Figure 1. Metal 1.
Cells faint in the background.
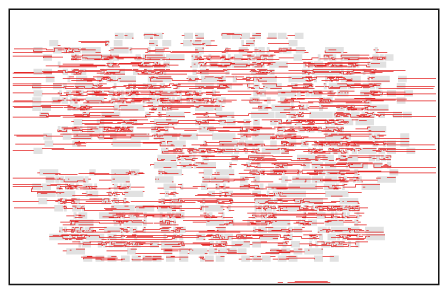
Figure 2. Metal 2.
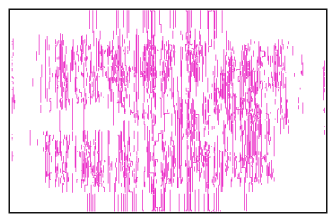
Figure 3. Met3 routing.
Cells faint in the background.
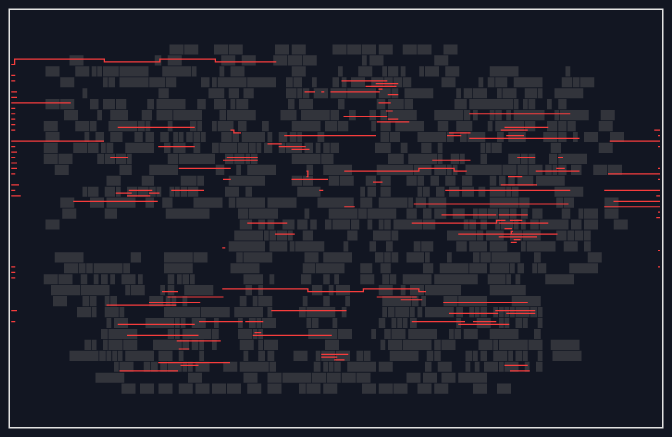
Figure 4. M4 wires.
Scale bar: 50 microns. Cells faint in the background.
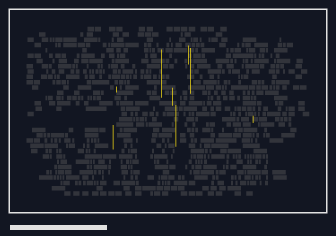
Figure 5. Routing congestion map.
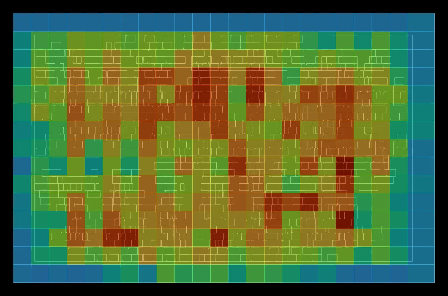
**src/rtl/flash_byte_reader.sv**
```systemverilog
// flash_byte_reader: walks a byte range of a 32-bit-word flash and streams it out as bytes.
// Optional build macro FLASH_BYTE_READER_PREFETCH_EN adds a second word buffer that overlaps reads with unpacking.
// Handshake: a byte moves on any rising edge with out_valid && out_ready; once out_valid rises, it and out_byte hold until that edge.
module flash_byte_reader #(
    parameter int READ_LATENCY = 1,
    parameter int LEN_W        = 16
) (
    input  logic             clk,
    input  logic             rst_n,
    input  logic             start,
    input  logic [24:0]      start_addr,
    input  logic [LEN_W-1:0] length,
    output logic             busy,
    output logic             done,
    output logic [22:0]      flash_addr,
    input  logic [31:0]      flash_q,
    output logic [7:0]       out_byte,
    output logic             out_valid,
    input  logic             out_ready
);

    localparam int CNT_W = $clog2(READ_LATENCY + 2);
    localparam logic [CNT_W-1:0] CAP_CNT = CNT_W'(READ_LATENCY + 1);
    localparam logic [CNT_W-1:0] CNT_ONE = CNT_W'(1);
    localparam logic [LEN_W-1:0] LEN_ONE = LEN_W'(1);

    localparam logic [1:0] IDLE   = 2'd0;
    localparam logic [1:0] FETCH  = 2'd1;
    localparam logic [1:0] UNPACK = 2'd2;
    localparam logic [1:0] DONE   = 2'd3;

    logic [1:0]       state;
    logic [LEN_W-1:0] remaining;
    logic [1:0]       lane;
    logic [31:0]      word_buf;
    logic             handshake;
    logic             last_byte;
    logic             last_lane;

    assign handshake = out_valid && out_ready;
    assign last_byte = (remaining == LEN_ONE);
    assign last_lane = (lane == 2'd3);

    function automatic logic [7:0] lane_byte(input logic [31:0] w, input logic [1:0] l);
        logic [7:0] b;
        case (l)
            2'd0:    b = w[7:0];
            2'd1:    b = w[15:8];
            2'd2:    b = w[23:16];
            default: b = w[31:24];
        endcase
        return b;
    endfunction

`ifdef FLASH_BYTE_READER_PREFETCH_EN
    // One read is outstanding at most; its result lands either straight in word_buf
    // (when the FSM is waiting for it) or in nxt_buf until the current word drains.
    logic             rd_busy;
    logic [CNT_W-1:0] rd_cnt;
    logic [31:0]      nxt_buf;
    logic             nxt_valid;
    logic             rd_hit;
    logic             avail;
    logic [31:0]      avail_word;
    logic [LEN_W-1:0] left_in_word;
    logic             pf_first;
    logic             pf_next;

    assign rd_hit       = rd_busy && (rd_cnt == CAP_CNT);
    assign avail        = nxt_valid || rd_hit;
    assign avail_word   = nxt_valid ? nxt_buf : flash_q;
    assign left_in_word = LEN_W'(3'd4 - {1'b0, lane});
    // Prefetch only when bytes are still owed beyond the word about to be unpacked.
    assign pf_first     = (remaining > left_in_word);
    assign pf_next      = (remaining > LEN_W'(5));

    always_ff @(posedge clk) begin
        if (!rst_n) begin
            state      <= IDLE;
            busy       <= 1'b0;
            done       <= 1'b0;
            flash_addr <= '0;
            out_byte   <= '0;
            out_valid  <= 1'b0;
            remaining  <= '0;
            lane       <= '0;
            word_buf   <= '0;
            nxt_buf    <= '0;
            nxt_valid  <= 1'b0;
            rd_busy    <= 1'b0;
            rd_cnt     <= '0;
        end else begin
            done <= 1'b0;
            if (rd_busy) begin
                if (rd_hit) begin
                    rd_busy   <= 1'b0;
                    nxt_buf   <= flash_q;
                    nxt_valid <= 1'b1;
                end else begin
                    rd_cnt <= rd_cnt + CNT_ONE;
                end
            end
            case (state)
                IDLE: begin
                    if (start) begin
                        lane      <= start_addr[1:0];
                        remaining <= length;
                        if (length == '0) begin
                            done  <= 1'b1;
                            state <= DONE;
                        end else begin
                            flash_addr <= start_addr[24:2];
                            rd_busy    <= 1'b1;
                            rd_cnt     <= '0;
                            busy       <= 1'b1;
                            state      <= FETCH;
                        end
                    end
                end
                FETCH: begin
                    if (avail) begin
                        word_buf  <= avail_word;
                        out_byte  <= lane_byte(avail_word, lane);
                        out_valid <= 1'b1;
                        nxt_valid <= 1'b0;
                        state     <= UNPACK;
                        if (pf_first) begin
                            flash_addr <= flash_addr + 23'd1;
                            rd_busy    <= 1'b1;
                            rd_cnt     <= '0;
                        end
                    end
                end
                UNPACK: begin
                    if (handshake) begin
                        remaining <= remaining - LEN_ONE;
                        lane      <= lane + 2'd1;
                        if (last_byte) begin
                            out_valid <= 1'b0;
                            busy      <= 1'b0;
                            done      <= 1'b1;
                            state     <= DONE;
                        end else if (last_lane) begin
                            if (avail) begin
                                word_buf  <= avail_word;
                                out_byte  <= lane_byte(avail_word, 2'd0);
                                nxt_valid <= 1'b0;
                                if (pf_next) begin
                                    flash_addr <= flash_addr + 23'd1;
                                    rd_busy    <= 1'b1;
                                    rd_cnt     <= '0;
                                end
                            end else begin
                                out_valid <= 1'b0;
                                state     <= FETCH;
                            end
                        end else begin
                            out_byte <= lane_byte(word_buf, lane + 2'd1);
                        end
                    end
                end
                DONE: begin
                    state <= IDLE;
                end
                default: begin
                    state <= IDLE;
                end
            endcase
        end
    end
`else
    logic [CNT_W-1:0] fetch_cnt;

    always_ff @(posedge clk) begin
        if (!rst_n) begin
            state      <= IDLE;
            busy       <= 1'b0;
            done       <= 1'b0;
            flash_addr <= '0;
            out_byte   <= '0;
            out_valid  <= 1'b0;
            remaining  <= '0;
            lane       <= '0;
            word_buf   <= '0;
            fetch_cnt  <= '0;
        end else begin
            done <= 1'b0;
            case (state)
                IDLE: begin
                    if (start) begin
                        lane      <= start_addr[1:0];
                        remaining <= length;
                        if (length == '0) begin
                            done  <= 1'b1;
                            state <= DONE;
                        end else begin
                            flash_addr <= start_addr[24:2];
                            fetch_cnt  <= '0;
                            busy       <= 1'b1;
                            state      <= FETCH;
                        end
                    end
                end
                FETCH: begin
                    // The flash samples flash_addr one edge after it moves, then needs READ_LATENCY more.
                    if (fetch_cnt == CAP_CNT) begin
                        word_buf  <= flash_q;
                        out_byte  <= lane_byte(flash_q, lane);
                        out_valid <= 1'b1;
                        state     <= UNPACK;
                    end else begin
                        fetch_cnt <= fetch_cnt + CNT_ONE;
                    end
                end
                UNPACK: begin
                    if (handshake) begin
                        remaining <= remaining - LEN_ONE;
                        lane      <= lane + 2'd1;
                        if (last_byte) begin
                            out_valid <= 1'b0;
                            busy      <= 1'b0;
                            done      <= 1'b1;
                            state     <= DONE;
                        end else if (last_lane) begin
                            out_valid  <= 1'b0;
                            flash_addr <= flash_addr + 23'd1;
                            fetch_cnt  <= '0;
                            state      <= FETCH;
                        end else begin
                            out_byte <= lane_byte(word_buf, lane + 2'd1);
                        end
                    end
                end
                DONE: begin
                    state <= IDLE;
                end
                default: begin
                    state <= IDLE;
                end
            endcase
        end
    end
`endif

endmodule
```
**config.mk**
```make
export PLATFORM = sky130hd
export DESIGN_NAME = flash_byte_reader
export DESIGN_NICKNAME = d
export VERILOG_FILES = /design/src/rtl/flash_byte_reader.sv
export SDC_FILE = /design/constraint.sdc
export NUM_CORES = 1
export LEC_CHECK = 0
export CORE_ASPECT_RATIO = 0.6
export CORE_MARGIN = 8
export CORE_UTILIZATION = 39
export CTS_CLUSTER_SIZE = 16
export DETAILED_ROUTE_END_ITERATION = 10
export MAX_ROUTING_LAYER = met4
export PLACE_DENSITY = 0.62
export SLEW_MARGIN = 10
export SYNTH_ARGS = -nofsm -noshare
export SYNTH_HDL_FRONTEND = slang
export SYNTH_SLANG_ARGS = --single-unit
```
**constraint.sdc**
```tcl
create_clock -name clk -period 3.49 [get_ports clk]
set_input_delay 0.698 -clock clk [delete_from_list [all_inputs] [get_ports clk]]
set_output_delay 0.698 -clock clk [all_outputs]
set_load 0.01 [all_outputs]
```
==> changes_impl.md <==
### Implementation results

- Outcome: finished, final reports clean
- Synth warn: 0
- Slew Limit Headroom: 38.4%
- Cell Chain, Critical Path: clkdlybuf4s50_1 -> nor4_1 -> nand3_1 -> nor4_2 -> buf_4 -> nor3_1 -> o221a_2
- Highest Signal Layer: met4
- Vias in the first global route: 5122
- Latency at later pin: 0.34 ns
- Launch point of the worst path: length[3]
- Log Warnings: 32
- Post-cts repair resize count: 0
- Met3 routed WL: 1.11 mm
- Crit path max fanout: 28
- Ys flop type: dfxtp_1
- Yosys cell types: 65
- Number of cell rows: 32
- Fp util: 39.5%
- Slowest-stage cell, CP: clkdlybuf4s50_1
- Top reg by flops: word_buf
- DPL Wire Length: 11.8 mm
- Pre-antenna DRT Iters: 7
- Endpoint class of the critical path: register
- Core ar.: 12700 sq um
- Hold Slack: 0.458 ns
- Area leader, netlist: dfxtp_1
- Fmax: 391 MHz
- Hold/Removal Path Class: reg -> reg
- Root buf cell: clkbuf_16
- Arrival @ worst endpoint: 2.79 ns
- Cts bufs inserted: 9
- H-tree lvl count: 3
- Reg2Reg Depth: 5
- Hold_sp: word_buf[30]
- Yosys simple share: 23.0%
- Req. time, crit path: 3.72 ns
- Post-synthesis sequential area ratio: 35.3%
- Ys cells: 637
- Fin. Hold Viols: 0
- Largest regs: word_buf (32), flash_addr (23), remaining (16)
- Hold EP: word_buf[30]
- CP peak stage delay: 0.43 ns
- Hold Buf Count CTS: 0
- Crit. path cell count: 7
- ANT nets after route: 0
- Flops out of synthesis: 88
- Critical path endpoint: flash_addr[16]
-- Figure 1 (at the start) --
wire length on this layer = 8140 microns
share of all routed wire = 47%
nets with wire on the layer = 756

-- Figure 2 (at the start) --
main direction = vertical
longest straight run = 53.7 microns
share of all routed wire = 46%
wire length on this layer = 7810 microns
nets with wire on the layer = 658

-- Figure 3 (at the start) --
wire length on this layer = 1110 microns
nets with wire on the layer = 101
main direction = horizontal
share of all routed wire = 6.5%

-- Figure 4 (at the start) --
nets with wire on the layer = 4
wire length on this layer = 105 microns
share of all routed wire = 0.61%
main direction = vertical

-- Figure 5 (at the start) --
GRT Max-Usage Layer: met2
GRT met2 Usage: 30.5%
drt wl/cell: 19.1 microns
GRT Util Overall: 20.4%
fin util: 51.8%

==> per-stage QoR <==
stage / util [%] / cells / instance area, sq um / total power, mW / worst slack [ns]
2_1_floorplan: - / 637 / 4990 / 1.40 / 1.36
3_3_place_gp: 49.0 / 881 / 6200 / 1.62 / 0.620
3_5_place_dp: 49.0 / 881 / 6200 / 1.63 / 0.601
4_1_cts: 51.8 / 897 / 6560 / 2.77 / 0.951
5_1_grt: 51.8 / 897 / 6560 / 2.87 / 0.841
6_report: 51.8 / 897 / 6560 / 2.76 / 0.933
==> area by class of cell <==
| type | count | area (sq um) |
|---|---|---|
| timing repair buffer | 127 | 1230 |
| tap | 170 | 213 |
| multi-input combinational | 476 | 2920 |
| sequential | 88 | 1760 |
| clock buffer | 11 | 253 |
| inverter | 20 | 75.1 |
| fill | 1212 | 6090 |
| clock inverter | 5 | 103 |
==> cell usage in the layout, fill, tap and decap left out, types with 3 or more instances in the layout <==
cell,count
clkdlybuf4s50_1,110
nand2_1,100
dfxtp_1,88
a21oi_1,78
nor2_1,47
nor3_1,21
o21ai_0,20
inv_1,19
nand3_1,19
buf_4,17
a222oi_1,16
a31oi_1,12
o31ai_1,12
mux2i_1,11
o221a_2,10
a22oi_1,10
ha_1,10
clkbuf_16,9
nand4_1,8
o211a_1,8
a211oi_1,7
o311ai_0,7
nor4_1,6
a41oi_1,5
and2_1,5
nor4_2,3
nand2b_1,3
o211ai_1,3
o21a_1,3
a21o_1,3
or4_1,3
o22ai_1,3
nand3b_1,3
o221a_1,3
bufinv_16,3
==> where the power goes <==
part / switching, mW / internal [mW] / total [mW]
clock network: 0.406 / 0.738 / 1.14
registers: 0.0712 / 1.05 / 1.12
logic: 0.247 / 0.247 / 0.494
total: 0.724 / 2.04 / 2.76
No activity file was given, so power comes from the tool's default toggle rates.
